## config.mk

```make
export PLATFORM = sky130hd
export DESIGN_NAME = apb_slave_flat
export DESIGN_NICKNAME = d
export VERILOG_FILES = /design/src/rtl/apb_slave_if.sv /design/src/rtl/apb_slave.sv /design/src/flat_wrapper.sv
export SDC_FILE = /design/constraint.sdc
export NUM_CORES = 2
export LEC_CHECK = 0
export CAP_MARGIN = 10
export CORE_MARGIN = 4
export CORE_UTILIZATION = 29
export DETAILED_ROUTE_END_ITERATION = 12
export PLACE_DENSITY = 0.49
export SLEW_MARGIN = 20
export SYNTH_ARGS = -nofsm -noshare
export SYNTH_HDL_FRONTEND = slang
export SYNTH_SLANG_ARGS = --single-unit
```

## constraint.sdc

```tcl
create_clock -name clk -period 2.85 [get_ports clk]
set_input_delay 0.57 -clock clk [delete_from_list [all_inputs] [get_ports clk]]
set_output_delay 0.57 -clock clk [all_outputs]
set_load 0.1 [all_outputs]
```

## src/rtl/apb_slave_if.sv

```systemverilog
// APB completer bus bundle: requester-driven request signals and completer responses.
// Parameters must match those of the apb_slave instance attached to it.
interface apb_slave_if #(
  parameter int ADDR_WIDTH = 5,
  parameter int DATA_WIDTH = 32
);
  logic                  pwrite;
  logic [ADDR_WIDTH-1:0] addr;
  logic                  psel;
  logic                  penable;
  logic [DATA_WIDTH-1:0] pwdata;
  logic [2:0]            prot;
  logic                  pready;
  logic                  pslverr;
  logic [DATA_WIDTH-1:0] prdata;

  modport master (
    output pwrite, addr, psel, penable, pwdata, prot,
    input  pready, pslverr, prdata
  );

  modport slave (
    input  pwrite, addr, psel, penable, pwdata, prot,
    output pready, pslverr, prdata
  );
endinterface

```

## src/rtl/apb_slave.sv

```systemverilog
// APB completer with a 2**ADDR_WIDTH-word register file and fixed wait states.
// Optional APB_SLAVE_PROT_CHECK_EN: reject non-secure (prot[1]=1) transfers with pslverr.
//
// state  | meaning
// IDLE   | no transfer in flight; waiting for a SETUP cycle (psel=1, penable=0)
// ACCESS | request latched; counting wait states, pready high on the last one
module apb_slave #(
  parameter int ADDR_WIDTH  = 5,
  parameter int DATA_WIDTH  = 32,
  parameter int WAIT_STATES = 0
) (
  input  logic         clk,
  input  logic         resetn,
  apb_slave_if.slave   bus
);

  localparam int         DEPTH = 2 ** ADDR_WIDTH;
  localparam logic [3:0] WS    = 4'(WAIT_STATES);

  typedef enum logic {IDLE, ACCESS} state_t;

  state_t                state;
  logic [3:0]            cnt;
  logic [3:0]            cnt_inc;
  logic [ADDR_WIDTH-1:0] lat_addr;
  logic                  lat_write;
  logic [DATA_WIDTH-1:0] lat_wdata;
  logic                  lat_reject;
  logic                  reject_in;
  logic                  pready_q;
  logic                  pslverr_q;
  logic [DATA_WIDTH-1:0] prdata_q;
  logic [DATA_WIDTH-1:0] mem [DEPTH];

`ifdef APB_SLAVE_PROT_CHECK_EN
  always_comb begin
    reject_in = bus.prot[1];
  end
`else
  wire unused_prot = ^bus.prot;
  always_comb begin
    reject_in = 1'b0;
  end
`endif

  always_comb begin
    cnt_inc = cnt + 4'd1;
  end

  // pready/pslverr are registered so that pready_q always equals (ACCESS && cnt == WS).
  always_ff @(posedge clk or negedge resetn) begin
    if (!resetn) begin
      state      <= IDLE;
      cnt        <= '0;
      lat_addr   <= '0;
      lat_write  <= 1'b0;
      lat_wdata  <= '0;
      lat_reject <= 1'b0;
      pready_q   <= 1'b0;
      pslverr_q  <= 1'b0;
      prdata_q   <= '0;
      for (int i = 0; i < DEPTH; i++) begin
        mem[i] <= '0;
      end
    end else if (bus.psel && !bus.penable) begin
      // SETUP from IDLE, or a fresh SETUP while in ACCESS: relatch and restart
      state      <= ACCESS;
      cnt        <= '0;
      lat_addr   <= bus.addr;
      lat_write  <= bus.pwrite;
      lat_wdata  <= bus.pwdata;
      lat_reject <= reject_in;
      pready_q   <= (WS == 4'd0);
      pslverr_q  <= (WS == 4'd0) && reject_in;
      if (!bus.pwrite) begin
        prdata_q <= reject_in ? '0 : mem[bus.addr];
      end
    end else if (state == ACCESS && bus.psel && bus.penable) begin
      if (pready_q) begin
        state     <= IDLE;
        pready_q  <= 1'b0;
        pslverr_q <= 1'b0;
        if (lat_write && !lat_reject) begin
          mem[lat_addr] <= lat_wdata;
        end
      end else begin
        cnt       <= cnt_inc;
        pready_q  <= (cnt_inc == WS);
        pslverr_q <= (cnt_inc == WS) && lat_reject;
        if (!lat_write) begin
          prdata_q <= lat_reject ? '0 : mem[lat_addr];
        end
      end
    end else begin
      // idle, abort (psel dropped), or psel&penable without a SETUP
      state     <= IDLE;
      pready_q  <= 1'b0;
      pslverr_q <= 1'b0;
    end
  end

  assign bus.pready  = pready_q;
  assign bus.pslverr = pslverr_q;
  assign bus.prdata  = prdata_q;

endmodule

```

## src/flat_wrapper.sv

```systemverilog
// flat-port wrapper written by rule: the top's interface ports become plain ports
module apb_slave_flat 
#(
  parameter int ADDR_WIDTH  = 5,
  parameter int DATA_WIDTH  = 32,
  parameter int WAIT_STATES = 0
)
  (clk, resetn, bus_pwrite, bus_addr, bus_psel, bus_penable, bus_pwdata, bus_prot, bus_pready, bus_pslverr, bus_prdata);
  apb_slave_if #(.ADDR_WIDTH(ADDR_WIDTH), .DATA_WIDTH(DATA_WIDTH)) bus_i ();
  input  logic clk;
  input  logic resetn;
  input wire logic [$bits(bus_i.pwrite)-1:0] bus_pwrite;
  input wire logic [$bits(bus_i.addr)-1:0] bus_addr;
  input wire logic [$bits(bus_i.psel)-1:0] bus_psel;
  input wire logic [$bits(bus_i.penable)-1:0] bus_penable;
  input wire logic [$bits(bus_i.pwdata)-1:0] bus_pwdata;
  input wire logic [$bits(bus_i.prot)-1:0] bus_prot;
  output wire logic [$bits(bus_i.pready)-1:0] bus_pready;
  output wire logic [$bits(bus_i.pslverr)-1:0] bus_pslverr;
  output wire logic [$bits(bus_i.prdata)-1:0] bus_prdata;
  assign bus_i.pwrite = bus_pwrite;
  assign bus_i.addr = bus_addr;
  assign bus_i.psel = bus_psel;
  assign bus_i.penable = bus_penable;
  assign bus_i.pwdata = bus_pwdata;
  assign bus_i.prot = bus_prot;
  assign bus_pready = bus_i.pready;
  assign bus_pslverr = bus_i.pslverr;
  assign bus_prdata = bus_i.prdata;
  apb_slave #(.ADDR_WIDTH(ADDR_WIDTH), .DATA_WIDTH(DATA_WIDTH), .WAIT_STATES(WAIT_STATES)) u_core (.clk(clk), .resetn(resetn), .bus(bus_i));
endmodule
```

==> flow_summary.json <==
{
  "min_period_ns": 2.648,
  "synth-async-reset-ratio_pct": 100.0,
  "yosys_area_mm2": 0.05786,
  "num_io_pins": 79,
  "pre_cts_ws_ns": -0.2176,
  "power_density_mw_per_mm2": 578.1,
  "root_buffer": "clkbuf_16",
  "ys_types": 65,
  "vias_per_cell": 5.581,
  "die_w_um": 454.7,
  "internal-power_mw": 28.64,
  "cts_sinks": 1100,
  "synthXorXnorAreaFrac_pct": 0.03027,
  "finalSetupViolations": 0,
  "total_power_mw": 39.95,
  "vias": 39150,
  "holdWs_ns": 0.3256,
  "outcome": "finished, final reports clean",
  "drive_gt1_share_pct": 44.53,
  "syn_nets": 4200,
  "cellLeakagePower_nw": 31.54,
  "ys_sh_mux_pct": 39.96,
  "fin_ws_ns": 0.2016,
  "grt_pass1_vias": 40370,
  "drt_iter0_drc": 3104,
  "htreeDepth": 4,
  "gp_congestion": 0.7987,
  "seqPwrFrac_pct": 42.0,
  "core_area_mm2": 0.1978,
  "crit_chain": "buf_4 > nor2b_4 > buf_4 > a22oi_1 > nand3_1 > o311ai_0 > o2111a_1",
  "diodes": 0,
  "grt_pass1_wl_um": 313000,
  "p_sw_mw": 11.31,
  "drv_slew": 0,
  "finalInstanceArea_mm2": 0.06910,
  "grt_max_degree": 101,
  "finClkSkew_ns": 0.02475,
  "tool_warnings": 33,
  "maxCapViolations": 0,
  "wl_per_cell_um": 31.05,
  "critPathKind": "register to register"
}
worst max-delay path by stage:
| stage | startpoint | cells after the start | slack (ns) | endpoint |
|---|---|---|---|---|
| after CTS | u_core.lat_addr[0] | 6 | 0.04 | u_core.bus.prdata[29] |
| after floorplan | u_core.bus.pready | 6 | 0.23 | u_core.mem[641] |
| after global placement | bus_psel | 8 | -0.21 | u_core.mem[920] |
| after detailed placement | bus_psel | 8 | -0.22 | u_core.mem[910] |
| final | u_core.lat_addr[4] | 7 | 0.20 | u_core.bus.prdata[24] |
| after global routing | u_core.lat_addr[4] | 7 | 0.22 | u_core.bus.prdata[27] |
critical path: cells and delay by family, from the launching register on:
| kind | cells | cell delay, ns |
|---|---|---|
| flip-flops | 1 | 0.58 |
| AND/OR/NAND/NOR | 2 | 0.46 |
| AND-OR/OR-AND | 3 | 0.46 |
| buffers and inverters | 2 | 0.96 |
what timing repair did:
action | CTS | global route
setup buffers | 0 | 5
hold buffers | 1 | 0
setup endpoints to repair | 0 | 1
endpoints found under the hold margin | 167 | 0
sequential cells by signal (all words and copies together) (netlist names):
signal / cells
u_core.lat_wdata: 32
u_core.cnt: 4
u_core.bus.prdata: 32
u_core.state: 1
u_core.bus.pready: 1
u_core.mem: 1024
u_core.lat_addr: 5
u_core.lat_write: 1
Yosys cell counts (30+ instances only):
library cell	number	area (µm²)
nand3_1	39	195.2
dfrtp_1	1100	27530
and2_1	30	187.7
o2111a_1	30	337.8
nor4_1	35	219.0
buf_1	48	180.2
mux2_2	986	11100
o22ai_1	116	725.7
buf_2	113	565.5
nand2_1	140	525.5
mux2i_1	475	4755
o21ai_0	39	195.2
a22oi_1	116	870.8
clkbuf_1	194	728.2
mux4_2	302	6802
mux2_1	41	461.7
a21oi_1	31	155.2
buf_4	63	473.0
power by group through the flow:
stage	clock, mW	combinational (mW)	sequential, mW
global route	19.2	5.26	16.9
finish	18.1	5.03	16.8
global placement	0	4.99	17.1
floorplan	0	2.46	17.1
detailed placement	0	5.00	17.1
CTS	18.6	5.01	16.8
final cells by class:
type,count,area (µm²)
tap,2640,3303
multi-input combinational,2622,28570
timing repair buffer,398,4936
inverter,7,28.78
clock inverter,46,515.5
clock buffer,202,4190
fill,19160,128700
sequential,1100,27550
cells by family after synthesis:
| group | count (synthesis) |
|---|---|
| AND-OR/OR-AND | 467 |
| multiplexers | 1804 |
| adder cells (fa/ha/maj) | 2 |
| flip-flops | 1100 |
| buffers and inverters | 431 |
| AND/OR/NAND/NOR | 346 |
| XOR/XNOR | 2 |
| other | 1 |
per-layer routing:
| metal | part of all wire (%) | global-route usage (%) | up-vias |
|---|---|---|---|
| li1 | - | - | 16160 |
| met1 | 45 | 28.91 | 21390 |
| met2 | 47 | 33.64 | 1221 |
| met3 | 5.1 | 3.465 | 374 |
| met4 | 3.2 | 6.579 | 0 |
| met5 | 0 | 0 | - |
registers.png
Other sequential cells in the stronger gray, the rest of the logic in the fainter gray.
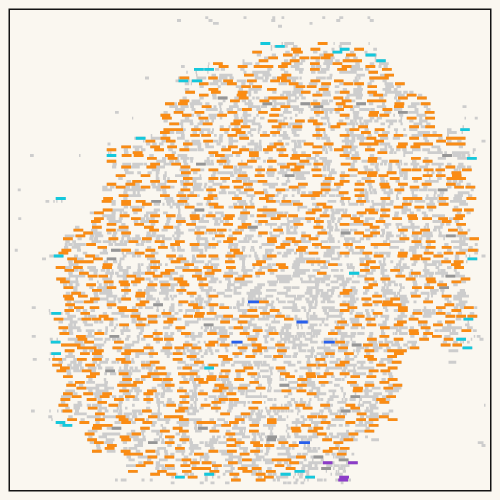
color	netlist name	sequential cells
purple	u_core.cnt	4
blue	u_core.lat_addr	5
orange	u_core.mem	1024
cyan	u_core.lat_wdata	32
not colored	35
seq pwr: 16.8 mW
Flop area: 0.02755 mm²
Util after Layout: 34.93%

wire_density.png
The die is cut into 23 by 23 equal tiles; black is low, pale yellow is high, scaled to the fullest tile. Values are wire area over tile area, all layers added.
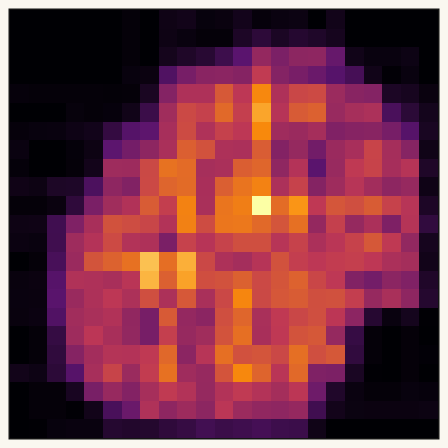
mean over tiles	0.17
fullest tile	0.55
emptiest ninth of the die	top left
tiles over half the peak	24%
nearly empty tiles	20%

final_placement.png
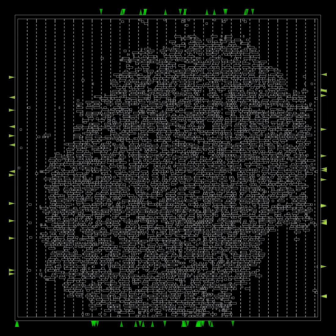
filler instances: 19160
flop share of the area: 39.87%

port_nets.png
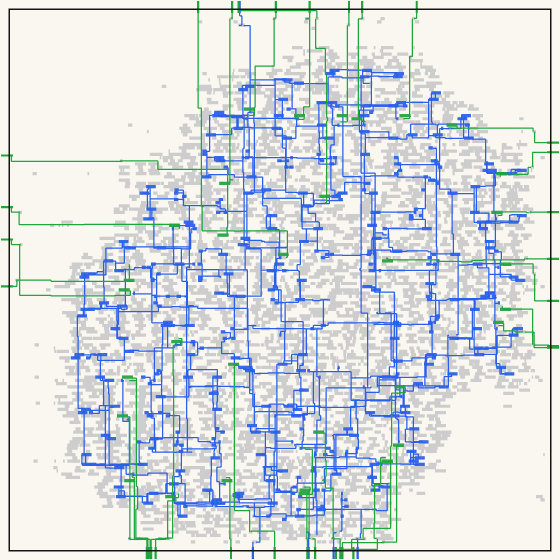
color	port	direction	edge	end cells	buffers	wire
green	bus_prdata	output	13 bottom, 8 top, 7 right, 4 left	32	32	4090 µm
blue	bus_addr	input	4 bottom, 1 top	421	43	13700 µm

met3.png
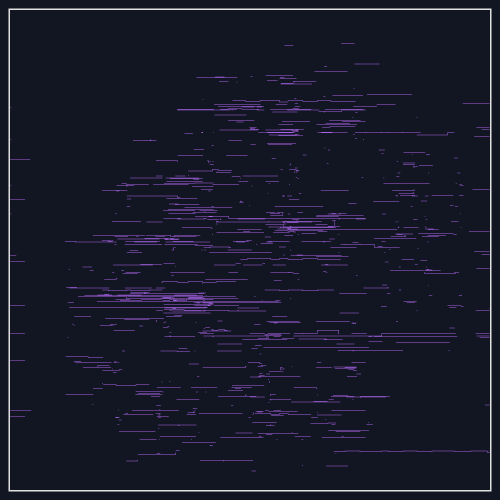
wire length on this layer	11100 µm
main direction	horizontal

No activity file was given, so power comes from the tool's default toggle rates.
